--- config.mk ---
export PLATFORM = sky130hd
export DESIGN_NAME = exe_div_unit
export DESIGN_NICKNAME = d
export VERILOG_FILES = /design/src/rtl/exe_div_unit.sv
export SDC_FILE = /design/constraint.sdc
export NUM_CORES = 1
export LEC_CHECK = 0
export CAP_MARGIN = 20
export CORE_MARGIN = 2
export CORE_UTILIZATION = 50
export DETAILED_ROUTE_END_ITERATION = 8
export PLACE_DENSITY = 0.74
export SYNTH_ARGS = -nofsm -noshare
export SYNTH_HDL_FRONTEND = slang
export SYNTH_SLANG_ARGS = --single-unit
--- constraint.sdc ---
create_clock -name cpu_clk_50M -period 8.5 [get_ports cpu_clk_50M]
set_clock_uncertainty 0.1 [all_clocks]
set_input_delay 1.7 -clock cpu_clk_50M [delete_from_list [all_inputs] [get_ports cpu_clk_50M]]
set_output_delay 1.7 -clock cpu_clk_50M [all_outputs]
set_load 0.05 [all_outputs]
--- src/rtl/exe_div_unit.sv ---
// EXE-stage multi-cycle divider for MIPS DIV/DIVU: radix-2 restoring, one quotient bit per cycle.
// Stalls the pipeline while iterating and returns HI (remainder) / LO (quotient) with a done pulse.
module exe_div_unit #(
    parameter int DATA_W = 32,
    parameter int CNT_W  = 5
) (
    input  logic              cpu_clk_50M,
    input  logic              cpu_rst_n,
    input  logic              div_start,
    input  logic              div_signed,
    input  logic [DATA_W-1:0] div_src1,
    input  logic [DATA_W-1:0] div_src2,
    input  logic              div_cancel,
    output logic              div_stall_req,
    output logic              div_done,
    output logic [DATA_W-1:0] div_hi,
    output logic [DATA_W-1:0] div_lo
);

    typedef enum logic [1:0] {
        ST_IDLE = 2'd0,
        ST_RUN  = 2'd1,
        ST_DONE = 2'd2
    } state_t;

    localparam logic [CNT_W-1:0]  CNT_LAST = CNT_W'(DATA_W - 1);
    localparam logic [DATA_W-1:0] ZERO_W   = {DATA_W{1'b0}};
    localparam logic [DATA_W-1:0] ONES_W   = {DATA_W{1'b1}};

    // Two's complement magnitude; INT_MIN wraps onto itself, read as unsigned.
    function automatic logic [DATA_W-1:0] abs_val(input logic [DATA_W-1:0] v, input logic en);
        abs_val = (en && v[DATA_W-1]) ? (ZERO_W - v) : v;
    endfunction

    function automatic logic [DATA_W-1:0] cond_neg(input logic [DATA_W-1:0] v, input logic en);
        cond_neg = en ? (ZERO_W - v) : v;
    endfunction

    state_t              state_r, state_s;
    logic [CNT_W-1:0]    cnt_r;
    logic [DATA_W-1:0]   rem_r, quo_r, dvs_r, hi_r, lo_r;
    logic                neg_q_r, neg_r_r;
    logic                accept_s, last_s;
    logic [DATA_W:0]     rem_sh_s, trial_s;
    logic                ge_s;
    logic [DATA_W-1:0]   rem_nx_s, quo_nx_s;

    assign accept_s = (state_r == ST_IDLE) && div_start && !div_cancel;
    assign last_s   = (cnt_r == CNT_LAST);

    // One restoring step: shift {rem,quo} left and subtract the divisor when it fits.
    always_comb begin
        rem_sh_s = {rem_r, quo_r[DATA_W-1]};
        trial_s  = rem_sh_s - {1'b0, dvs_r};
        ge_s     = (rem_sh_s >= {1'b0, dvs_r});
        if (ge_s) begin
            rem_nx_s = trial_s[DATA_W-1:0];
        end else begin
            rem_nx_s = rem_sh_s[DATA_W-1:0];
        end
        quo_nx_s = {quo_r[DATA_W-2:0], ge_s};
    end

    // Next-state logic.
    always_comb begin
        state_s = state_r;
        case (state_r)
            ST_IDLE: begin
                if (accept_s) begin
                    state_s = (div_src2 == ZERO_W) ? ST_DONE : ST_RUN;
                end else begin
                    state_s = ST_IDLE;
                end
            end
            ST_RUN: begin
                if (div_cancel) begin
                    state_s = ST_IDLE;
                end else if (last_s) begin
                    state_s = ST_DONE;
                end else begin
                    state_s = ST_RUN;
                end
            end
            ST_DONE: state_s = ST_IDLE;
            default: state_s = ST_IDLE;
        endcase
    end

    // State register.
    always_ff @(posedge cpu_clk_50M or negedge cpu_rst_n) begin
        if (!cpu_rst_n) begin
            state_r <= ST_IDLE;
        end else begin
            state_r <= state_s;
        end
    end

    // Operand capture, iteration, and sign fix-up of the registered results.
    always_ff @(posedge cpu_clk_50M or negedge cpu_rst_n) begin
        if (!cpu_rst_n) begin
            cnt_r   <= {CNT_W{1'b0}};
            rem_r   <= ZERO_W;
            quo_r   <= ZERO_W;
            dvs_r   <= ZERO_W;
            neg_q_r <= 1'b0;
            neg_r_r <= 1'b0;
            hi_r    <= ZERO_W;
            lo_r    <= ZERO_W;
        end else begin
            case (state_r)
                ST_IDLE: begin
                    if (accept_s) begin
                        cnt_r   <= {CNT_W{1'b0}};
                        rem_r   <= ZERO_W;
                        quo_r   <= abs_val(div_src1, div_signed);
                        dvs_r   <= abs_val(div_src2, div_signed);
                        neg_q_r <= div_signed && (div_src1[DATA_W-1] ^ div_src2[DATA_W-1]);
                        neg_r_r <= div_signed && div_src1[DATA_W-1];
                        // Divide by zero skips iteration; HI keeps the raw dividend.
                        if (div_src2 == ZERO_W) begin
                            lo_r <= ONES_W;
                            hi_r <= div_src1;
                        end
                    end
                end
                ST_RUN: begin
                    if (!div_cancel) begin
                        rem_r <= rem_nx_s;
                        quo_r <= quo_nx_s;
                        cnt_r <= cnt_r + {{(CNT_W-1){1'b0}}, 1'b1};
                        if (last_s) begin
                            lo_r <= cond_neg(quo_nx_s, neg_q_r);
                            hi_r <= cond_neg(rem_nx_s, neg_r_r);
                        end
                    end
                end
                default: begin
                    cnt_r <= cnt_r;
                end
            endcase
        end
    end

    assign div_stall_req = accept_s || (state_r == ST_RUN);
    assign div_done      = (state_r == ST_DONE) && !div_cancel;
    assign div_hi        = hi_r;
    assign div_lo        = lo_r;

endmodule
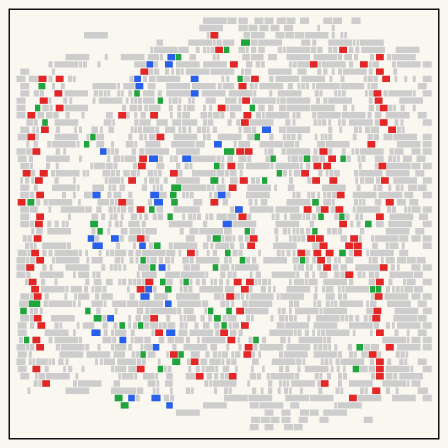
Fig. 1. Gate families picked out.
- green: and/or cells (cells 69)
- red: xor and xnor cells (cells 133; most used xor2_1; where widely spread)
- blue: non-inverting ao/oa cells (cells 34)
most numerous logic cell after layout: nand2_1
logic share of the area: 52.10%
Post-Layout Cell Count: 1964

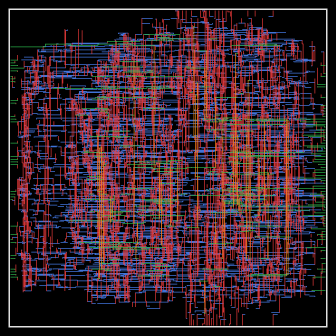
Fig. 2. Wiring by layer.
- blue: M1 (wire length 16000 um)
- orange: M4 (wire length 1510 um)
- green: M3 (wire length 2220 um)
- red: M2 (wire length 16100 um)
GR Util All Layers: 27.88%
wire per inst: 18.20 um

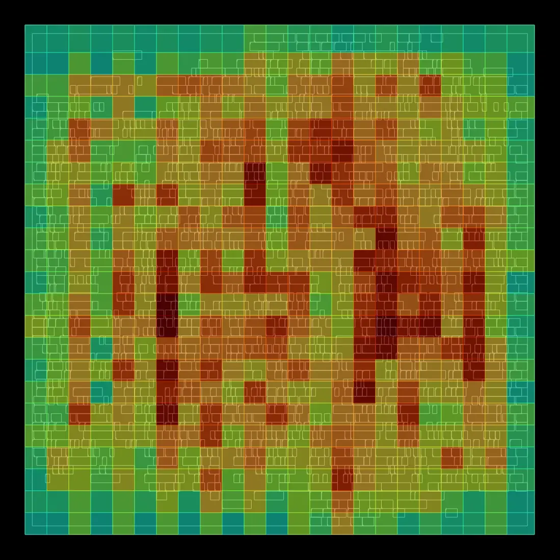
Fig. 3. Congestion heat map.
GRT busiest layer: met2
met1 usage in global routing: 38.38%

==> metrics.yaml <==
global_route:
  grt_max_degree: 103
  grt_first_pass_wirelength_um: 57610
  antenna_found_initial: 0
  grt_pass1_vias: 10970
  overflow: 0
final_timing:
  rsz0062_at_grt: "no"
  tns_ns: 0
  slew_violations: 0
  slew_headroom_pct: 28.06
  fin_crit_sh_pct: 70.38
  tightest_slew_ns: 1.079
  setup_viol: 0
  hold_viol: 0
  min_period_ns: 5.982
  hold_slack_ns: 0.3789
  fmax_mhz: 167.2
yosys:
  topCombFamilyByArea: "AND-OR/OR-AND gates"
  ys_ff: 169
  synthDistinctLibCells: 82
  synthAoiAreaFrac_pct: 24.59
  ys_seq_share_pct: 34.55
  xor_area_share_pct: 9.517
  synth.avg_cell_area_um2: 7.902
  synth_nets: 1657
  synthArstFlopShare_pct: 100.0
  yosys_most_used_dff: "dfrtp_1"
  syn_inst: 1549
  ys_area_um2: 12240
  synthMuxAreaShare_pct: 1.738
  yosysWarnings: 0
  ys_cells: 1549
  ys_sh_adder_pct: 4.048
  edf_count: 0
  simple_gate_share_pct: 20.91
  synth.cell_area_um2: 12240
worst_setup_path:
  cp.depth: 5
  crit_buf_inv: 3
  arrival_ns: 4.18
  crit_top_cell: "clkdlybuf4s50_1"
  cpMaxStageDelayCell: "clkdlybuf4s50_1"
  worst_r2r_path_depth: 17
  path_delay_family: "buffers and inverters"
  cp_max_fo: 64
  crit_type: "in -> out"
  cp-start-kind: "primary input"
  crit_chain: "clkdlybuf4s50_1 > or4b_2 > buf_4 > nand2_1 > clkdlybuf4s50_1"
  cp-startpoint: "div_cancel"
  slowest_delay_ns: 0.80
  endpoint: "div_stall_req"
  r2r-end: "div_hi[30]$_DFFE_PN0P_"
  required_ns: 6.70
  reg2reg_slack_ns: 2.67
  worstReg2RegStart: "rem_r[5]$_DFFE_PN0P_"
  cp-end-kind: "output pin"
floorplanning:
  ios: 135
  die_h_um: 160.5
  fp-utilization_pct: 50.63
  core-area_um2: 24180
  rows: 57
  die-area_um2: 25750
  die_w_um: 160.5
  nWellTaps: 324
drt:
  ant_nets: 0
  wirelength_um: 35750
  drt_iter0_markers: 970
  drt-pass1-iter-count: 6
  via_per_inst: 5.953
  drc: 0
layout:
  flop_area_um2: 4229
  num_antenna_cells: 0
  final_nets: 1736
  layout_top_cells: "nand2_1 (216), dfrtp_1 (169), o21ai_0 (167)"
  buf_share_pct: 10.03
  syn2layout_area_growth_pct: 17.14
  logic_area_um2: 7471
  signal_buffers: 147
  seq_share_pct: 29.49
  n_clock_buffer: 17
  comb_cells: 1238
  ff_count: 169
  clk_share_pct: 4.092
  fillers: 2210
  biggestCellCategory: "multi-input combinational cells"
  final_layout_size_suffix_gt1_share_pct: 4.695
  n_all_inverters: 55
pwr:
  ir_drop_uv: 182.5
  p_per_area_nw_per_um2: 330.1
  power.share.clock_pct: 16.5
  netSwitchingFraction_pct: 49.88
  p_leak_nw: 6.017
  comb_power_share_pct: 59.6
  switching_power_mw: 2.361
  p_int_mw: 2.373
  pwr-share-seq_pct: 23.9
place:
  dpl.hpwl_um: 26720
  gp_congestion: 1.042
  numPortBuffers: 134
clock_tree:
  post_cts_buffers: 0
  clk_latency_ns: 0.44
  clk_path_buf_depth: 2
  cts_tree: "yes"
  cts_buffers: 17
  cts.sinks: 169
  postCtsResizedCells: 0
  hold_buffers: 0
  clk_transition_reported_paths_ns: 0.07
  h-tree-depth: 4
  clock-root-buffer: "clkbuf_16"
hold_path:
  hold-path-cell-count: 2
  min_path_type: "reg -> reg"
  holdPathEnd: "cnt_r[4]$_DFFE_PN0P_"
  min_from: "cnt_r[4]$_DFFE_PN0P_"
flow_run:
  warnings: 28
  maxCapViolCount: 0
run_status:
  status: "finished clean"
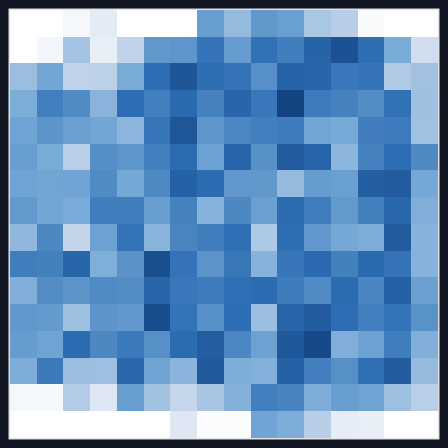
Fig. 4. Cell area per tile.
16 x 16 tiles, from white (low) to dark blue (high), 0 to 100% covered.
- tiles over 75% full: 17%
- nearly empty tiles: 6.6%
- fullest tile: 92%
- mean over tiles: 54%

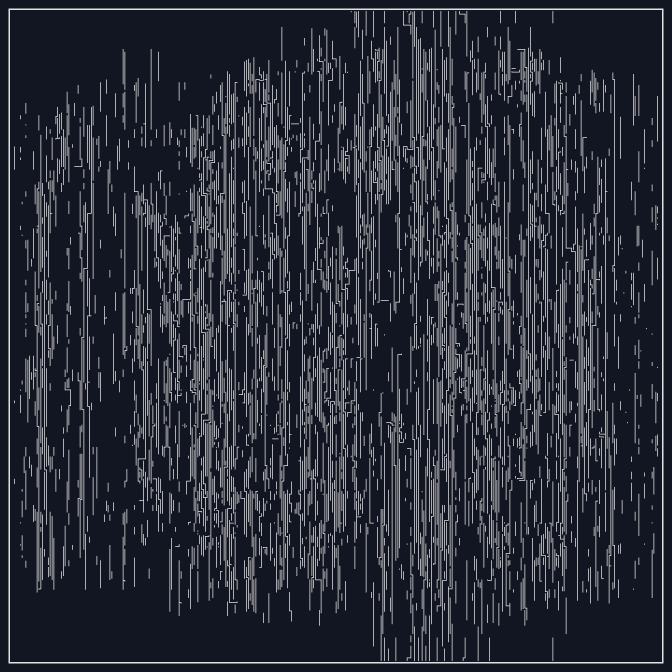
Fig. 5. Met2 routing.
- nets with wire on the layer: 1386
- share of all routed wire: 45%
- longest straight run: 81.6 um
- wire length on this layer: 16100 um
- main direction: vertical
via count: 11.69k
met2 Use GR: 43.81%

[cell usage after synthesis, drive strengths merged, types with 29 or more instances]
master / number / share of area, %
nand2: 216 / 6.6
o21ai: 175 / 7.2
dfrtp: 169 / 35
nor2: 156 / 4.8
a21oi: 152 / 6.3
xor2: 80 / 5.7
clkbuf: 58 / 1.8
inv: 54 / 1.7
xnor2: 53 / 3.8
ha: 38 / 3.9
nor3: 36 / 1.5
o31ai: 31 / 2.0
buf: 29 / 1.2
[layer usage]
| layer | global-route usage [%] | up-vias | wire length [um] |
|---|---|---|---|
| met1 | 38.38 | 5477 | 15950 |
| met5 | 0 | - | 0 |
| met2 | 43.81 | 453 | 16060 |
| li1 | - | 5684 | - |
| met3 | 3.822 | 77 | 2220 |
| met4 | 12.86 | 0 | 1511 |
[metrics by stage]
| step | instances | utilization (%) | instance area [um^2] | worst slack (ns) | power, mW |
|---|---|---|---|---|---|
| after floorplan | 1549 | - | 12240 | 3.271 | 3.238 |
| after global placement | 1932 | 56.86 | 13750 | 2.295 | 3.840 |
| after detailed placement | 1932 | 56.86 | 13750 | 2.167 | 3.890 |
| after CTS | 1963 | 59.29 | 14330 | 2.525 | 4.678 |
| after global routing | 1964 | 59.31 | 14340 | 2.292 | 5.081 |
| final | 1964 | 59.31 | 14340 | 2.518 | 4.734 |
[worst min-delay path, stage by stage (launching register included)]
cell and delay, ns:
dfrtp_1 0.35, nand2_1 0.05, nand2_1 0.05
[power by group through the flow]
stage | clock network [mW] | logic [mW] | registers [mW]
after floorplan | 0 | 2.17 | 1.07
after global placement | 0 | 2.71 | 1.13
after detailed placement | 0 | 2.75 | 1.14
after CTS | 0.786 | 2.76 | 1.13
after global routing | 0.819 | 3.11 | 1.16
final | 0.779 | 2.82 | 1.13
Power is estimated from default activity; no workload was simulated.
